Design sprite_rom_sched_flat, sky130hd; sources not shown.
### Where the registers sit, run 1

Scale bar: 50 um. Other sequential cells in the stronger gray, the rest of the logic in the fainter gray.
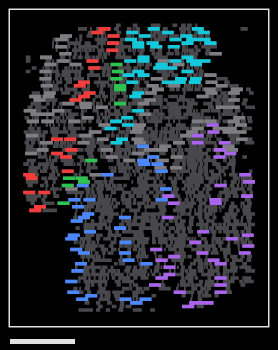
legend:
  u_core.x_q:
    color: purple
    placed_flops: 40
  u_core.tick_q:
    color: red
    placed_flops: 24
  u_core.y_q:
    color: blue
    placed_flops: 36
  u_core.frame_q:
    color: green
    placed_flops: 12
  u_core.base_q:
    color: cyan
    placed_flops: 48
    where: north
not colored: 92
register area: 0.00632 mm^2
Final Util: 55.3%

### Gate families picked out, run 1

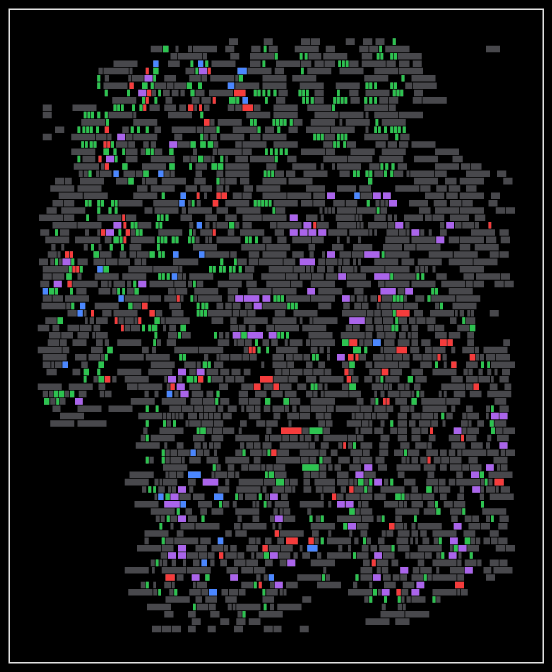
legend:
  NAND gates:
    color: green
    cells: 416
  NOR gates:
    color: red
    cells: 86
    where: spread over the die
  AND and OR gates:
    color: blue
    cells: 32
  XOR/XNOR gates:
    color: purple
    cells: 88
dominant logic cell type in the layout: nand2_1
combinational share of cell area: 50.5%
Non-Filler Instances: 2621

### Track usage over the die, run 1

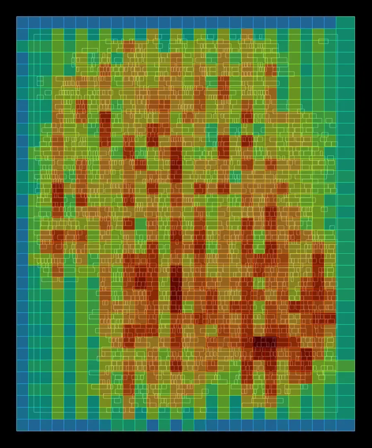
Avg WL per Cell: 18.7 um
met3 usage: 2.60%

### Clock distribution, run 1

Scale bar: 50 um.
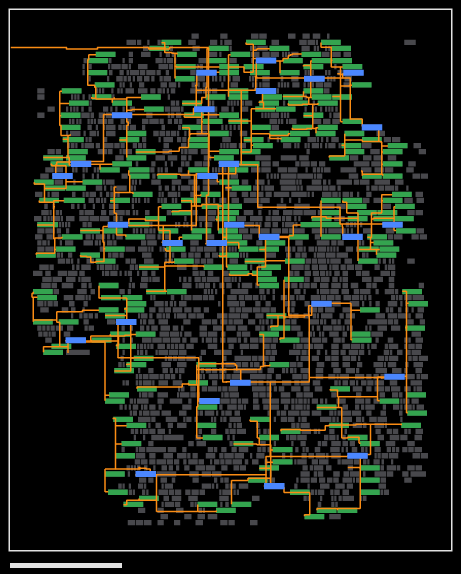
legend:
  clock wires:
    color: orange
    length: 3620 um
  flip-flops:
    color: green
    count: 252
  cells driving clock nets:
    color: blue
    count: 28
flops lie: spread over the die
routed clock nets: 29
clock skew: 0.0145 ns
Clk power: 2.26 mW
clock network fraction of total power: 17.3%
Clk Latency, worst-skew pair: 0.59 ns

==> CHANGELOG.md, run 1 <==
### Physical design

* Failing checks: setup timing
* Slew @ Worst Pin at 1.03 ns
* CP endpoint kind: register
* Final slew viol count at 0
* Root buffer cell: clkbuf_16
* RSZ-0062 raised after global routing: true
* P&R area growth vs syn at 22.1%
* Initial antenna violation count at 0
* Max Buffers Root-to-Sink at 3
* Die Wd at 197 um
* Total power draw at 13.0 mW
* Share of layout cells above drive strength 1 at 17.6%
* Number of enable flip-flop cells at 0
* Peak supply drop at between 1 and 1.5 mV
* Syn_nets at 2195
* Antenna-violating nets left at 0
* Vias per cell at 5.47
* Mapped Cells at 1859
* Top cell type's share of synthesized area at 34.6%
* IO Pins at ~82
* Full die area at 0.0476 mm^2
* Fmax at approximately 210 MHz
* #FFs+latches synth at 252
* Die Height at 242 um
* Max Cap Violations at 0
* Worst Hold Class: in -> async
* Hpwl dp at 37200 um
* Placed Cells incl. Taps at between 2000 and 3000
* Distinct lib cells at 77
* Core area at 0.0390 mm^2
* Final min period at approximately 4.7 ns
* # Cells Yosys at 1859
* Total global routing overflow at 0
* Setup_tns at -0.347 ns
* Post-synth top area cell: dfrtp_1
* Max FFs per register at 48
* DR vias at 14346
* Status: finished, violations left
* Async S/R FF share, synth at 100%
* Fillers at 3432
* H-tree Lvls at 1
* Yosys adder share at 19.9%
* GRT Util Overall at 20.3%
* Lkg Pwr at 10.3 nW
* Final worst slack at -0.116 ns
* Core Util at FP at 45.3%
* Largest net degree at the start of global routing at approximately 110
* # DRC at 0
* Crit path DRT at 5.06 ns
* Worst EP arrival at 5.18 ns
* Final Cycle Share at 103%
* R2r setup slk at -0.12 ns
* Syn Area/Cell at 9.51 um^2
* Crit-path max FO at 8
* Multiplexer share at under 10%
* Row cnt at about 81
* Sink Count at 252
* Final setup violation count at 4
* Final RePlAce weighted congestion at 0.987
* CTS clk-pin slew, worst paths at 0.06 ns
* YS chip area at 0.0177 mm^2
* DRT Pass-1 Iters at 5
* Worst-case reg-to-reg path depth at 22
* Setup CP Type: reg -> reg
* Num CTS Buffers at 28
==> run 1: logic make-up (layout without fill, tap and decap cells) <==
kind of cell	Yosys count	in the layout
fa+ha+maj	269	269
xor+xnor	88	88
buf+inv	200	464
mux	136	136
simple gates	534	534
flops	252	252
compound gates	380	380
==> run 1: cell type report <==
class | count | share of cell area [%]
Sequential cell | 252 | 29.3
Tap cell | 498 | 2.89
Clock inverter | 10 | 0.527
Clock buffer | 40 | 3.78
Inverter | 154 | 2.68
Multi-Input combinational cell | 1407 | 50.5
Timing Repair Buffer | 260 | 10.4
==> run 1: power by group <==
| group | switching [mW] | total [mW] | leakage (nW) | internal (mW) |
|---|---|---|---|---|
| combinational | 3.93 | 7.59 | 6.76 | 3.66 |
| clock | 0.970 | 2.26 | 0.443 | 1.29 |
| sequential | 0.435 | 3.19 | 3.12 | 2.75 |
==> run 1: routing by layer <==
metal  global-route usage [%]  routed length (um)  vias to the layer above
met2                     36.8               25400                      313
met3                     2.60                2070                      103
met4                     6.16                1460                        0
met5                        0                   0                        -
li1                         -                   -                     6954
met1                     24.3               20200                     6976
==> run 1: synth_stat cells, drive strengths merged (18+ instances only) <==
cell type  instances
xor2              23
fa                19
inv              153
a211oi            20
clkbuf            31
nor2              38
nand2b            35
mux2i             96
ha               250
mux2              40
nand3             21
nand2            341
a21o              40
a21oi             76
xnor2             65
nor3              21
dfrtp            244
o21ai            139
a31oi             18
==> run 1: critical path, cell delays in order, from the launching register on <==
cell,delay (ns)
dfrtp_1,0.40
ha_2,0.22
o21ai_2,0.15
xnor2_2,0.11
ha_4,0.17
or4b_4,0.51
a221oi_2,0.21
o211ai_2,0.18
a22oi_4,0.23
nand3_4,0.12
a211oi_4,0.31
buf_6,0.20
mux2i_2,0.25
mux2i_1,0.14
ha_1,0.31
nor2b_4,0.13
o21ai_2,0.17
a21boi_2,0.11
o21ai_2,0.16
a21oi_2,0.08
nand4b_1,0.18
o211ai_1,0.14
xnor2_1,0.10
==> run 1: cell usage in the layout (no fill, tap or decap), types with 10 or more instances in the layout <==
cell type,count
buf_4,161
nor2_1,36
xnor2_1,56
nand3_1,20
fa_1,17
inv_1,145
nor2b_1,13
a21o_1,40
a211oi_1,13
dfrtp_1,244
clkbuf_16,28
xor2_1,23
nand2_1,341
a21oi_2,10
clkdlybuf4s50_1,72
a21oi_1,65
nor3_1,18
mux2i_1,93
mux2_2,39
nand2b_1,34
o21ai_1,15
o21ai_0,119
a31oi_1,17
ha_2,10
buf_6,16
nand4_1,13
ha_1,236
o21bai_1,10
==> run 1: repair_timing <==
item,CTS,global route
resized,55,34
hold buffers,0,0
setup endpoints to repair,12,15
buffers inserted,14,13
pin swaps,22,18
==> run 1: metrics by stage <==
| stage | hold slack, ns | instance area (um^2) | setup slack [ns] |
|---|---|---|---|
| final | 0.279 | 21600 | -0.116 |
| after floorplan | 0.352 | 17800 | -0.00209 |
| after global placement | 0.457 | 20100 | -0.598 |
| after CTS | 0.307 | 21300 | -0.0487 |
| after detailed placement | 0.462 | 20100 | -0.755 |
| after global routing | 0.320 | 21600 | -0.299 |
==> run 1 -> run 2 <==
HOLD_SLACK_MARGIN = 0.12   (was not set)
RECOVER_POWER = 25   (was not set)
REMOVE_ABC_BUFFERS = 1   (was not set)
### Track usage over the die, run 2

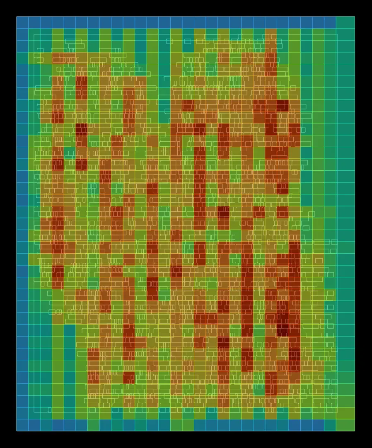
GRT Util Overall: 20.6%
Top Usage Layer GRT: met2
Final Util: 55.8%
Avg WL per Cell: 18.8 um
met3 usage: 2.54%

### Cells colored by class, run 2

Scale bar: 50 um.
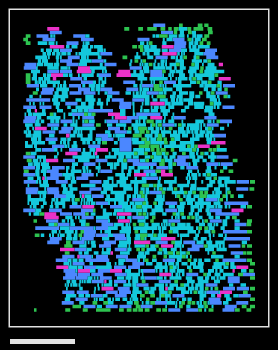
legend:
  all other logic:
    color: cyan
    cells: 1561
    share_of_their_area: 54%
  flops:
    color: blue
    cells: 252
    share_of_their_area: 30%
  other buffers and delay cells:
    color: green
    cells: 268
    share_of_their_area: 11%
  clock drivers and dummy loads:
    color: magenta
    cells: 54
    share_of_their_area: 5.3%
fin area: 0.0218 mm^2
sequential portion of the cell area: 29.0%
row cnt: 81
core area: 0.0390 mm^2

==> run 2 against run 1 <==
Compared with the run above:
- clock-buffer cell count fell by 6
- flip-flop count unchanged
- first-iteration DRC count shrank 15%
- largest cell class unchanged
- the flow finishes with violations (capacitance limit, slew limit, setup timing)
- combinational power rose by 13%
- clock skew increased by 0.0040 ns
- clock power rose by 21%
- core utilization is 0.53 points higher
- critical endpoint is now u_core.s1_rrow_q[8]
- fmax fell by 0.58%
==> CHANGELOG.md, run 2 <==
### Physical design

* Core Util at FP at 45.3% (unchanged)
* Worst Hold Class: reg -> reg
* DP Worst Slack at -0.928 ns (-0.173 ns)
* Status: finished, violations left
* Full die area at 0.0476 mm^2 (unchanged)
* Slowest cell on the critical path: clkdlybuf4s50_1
* Dominant logic cell type in the layout: nand2_1
* Final slew viol count at 173 (+173)
* R2r setup slk at -0.11 ns (about the same)
* Total global routing overflow at 0 (unchanged)
* Top cells excl fill/tap: nand2_1, dfrtp_1, ha_1, buf_4, inv_1
* Slew @ Worst Pin at 2.62 ns (+1.59 ns)
* Syn Area/Cell at 9.51 um^2 (unchanged)
* Worst path depth at 23 (+4.5%)
* Most frequent cell after synthesis: nand2_1
* Final worst slack at -0.143 ns (-0.0274 ns)
* Crit-path max FO at 4 (-4)
* IO Pins at 82 (unchanged)
* Mapped Cells at 1859 (unchanged)
* Peak supply drop at 0.575 mV (-52%)
* Final setup violation count at 6 (+2)
* Max Cap Violations at 2 (+2)
* Die Wd at 197 um (unchanged)
* Clk Latency, worst-skew pair at 0.57 ns (-0.02 ns)
* Cell Area, Placed at 0.0202 mm^2 (+0.22%)
* Sink Count at 252 (unchanged)
* RSZ-0062 raised after global routing: true
* # Cells Yosys at 1859 (unchanged)
* Worst EP arrival at 5.20 ns (+0.02 ns)
* Largest delay share family, worst path: AND-OR/OR-AND gates
* CTS clk-pin slew, worst paths at 0.06 ns (about the same)
* Setup_tns at -0.457 ns (-0.111 ns)
* YS chip area at 0.0177 mm^2 (unchanged)
* Failing checks: capacitance limit, slew limit, setup timing
* Lkg Pwr at 10.4 nW (+0.97%)
* Post-synth top area cell: dfrtp_1
* Fmax at 211 MHz (-0.58%)
* Setup CP Type: in -> reg
* Num CTS Buffers at 29 (+3.6%)
* Share of layout cells above drive strength 1 at 17.7% (+0.089 points)
* # DRC at 0 (unchanged)
-- run 2: cell counts after synthesis --
No cell type changed its count.
-- run 2: layout make-up --
cell class / count / area share, %
multi-input cells: 1407 / 49.9
flip-flops and latches: 252 / 29.0
repair buffers: 268 / 10.5
clock buffers: 34 / 3.42
well taps: 498 / 2.86
inverters: 154 / 2.65
clock inverters: 20 / 1.70
-- run 2: routing by layer --
| layer | up-vias | track usage (%) | wire [um] |
|---|---|---|---|
| met3 | 86 | 2.54 | 1830 |
| met4 | 4 | 7.66 | 1720 |
| met1 | 6871 | 25.3 | 21100 |
| met5 | - | 0 | 25 |
| li1 | 6977 | - | - |
| met2 | 245 | 36.1 | 24900 |
-- run 2: repair_timing --
| item | CTS | global route |
|---|---|---|
| pin swaps | 36 | 35 |
| resized | 57 | 53 |
| setup buffers | 10 | 6 |
| setup endpoints to repair | 14 | 17 |
-- run 2: kinds of logic (layout without fill, tap and decap cells) --
kind of cell | after synthesis | count (layout)
multiplexers | 136 | 136
XOR/XNOR | 88 | 88
AND/OR/NAND/NOR | 534 | 534
flip-flops | 252 | 252
buffers and inverters | 200 | 476
AND-OR/OR-AND | 380 | 380
adder cells (fa/ha/maj) | 269 | 269
-- run 2: worst reg2reg max path, cell delays in order, from the launching register on --
cell and delay, ns:
dfrtp_1 0.42, ha_4 0.21, o21ai_4 0.15, xnor2_2 0.09, ha_2 0.19, or4b_4 0.52, a221oi_4 0.21, o211ai_2 0.19
a22oi_4 0.27, nand3_4 0.12, a211oi_4 0.29, buf_6 0.19, mux2i_1 0.08, mux2i_1 0.15, ha_2 0.22, inv_2 0.04
fa_2 0.35, nand2_2 0.09, nand2_2 0.06, a21oi_2 0.15, o21bai_1 0.10, a21oi_2 0.17, o21ai_2 0.07, xor2_1 0.15
xnor2_1 0.12
-- run 2: where the power goes --
part	leakage, nW	internal (mW)	switching [mW]
Combinational	6.77	3.83	4.77
Clock	0.538	1.72	1.01
Sequential	3.12	2.75	0.433
Total	10.4	8.30	6.20
-- run 2: stage by stage --
stage / cells / utilization, %
final: 2633 / 55.8
after global placement: 2563 / 51.6
after CTS: 2627 / 55.2
after global routing: 2633 / 55.8
after floorplan: 1813 / -
after detailed placement: 2563 / 51.6
Power figures rest on the tool's default switching activity, not on a simulated workload.
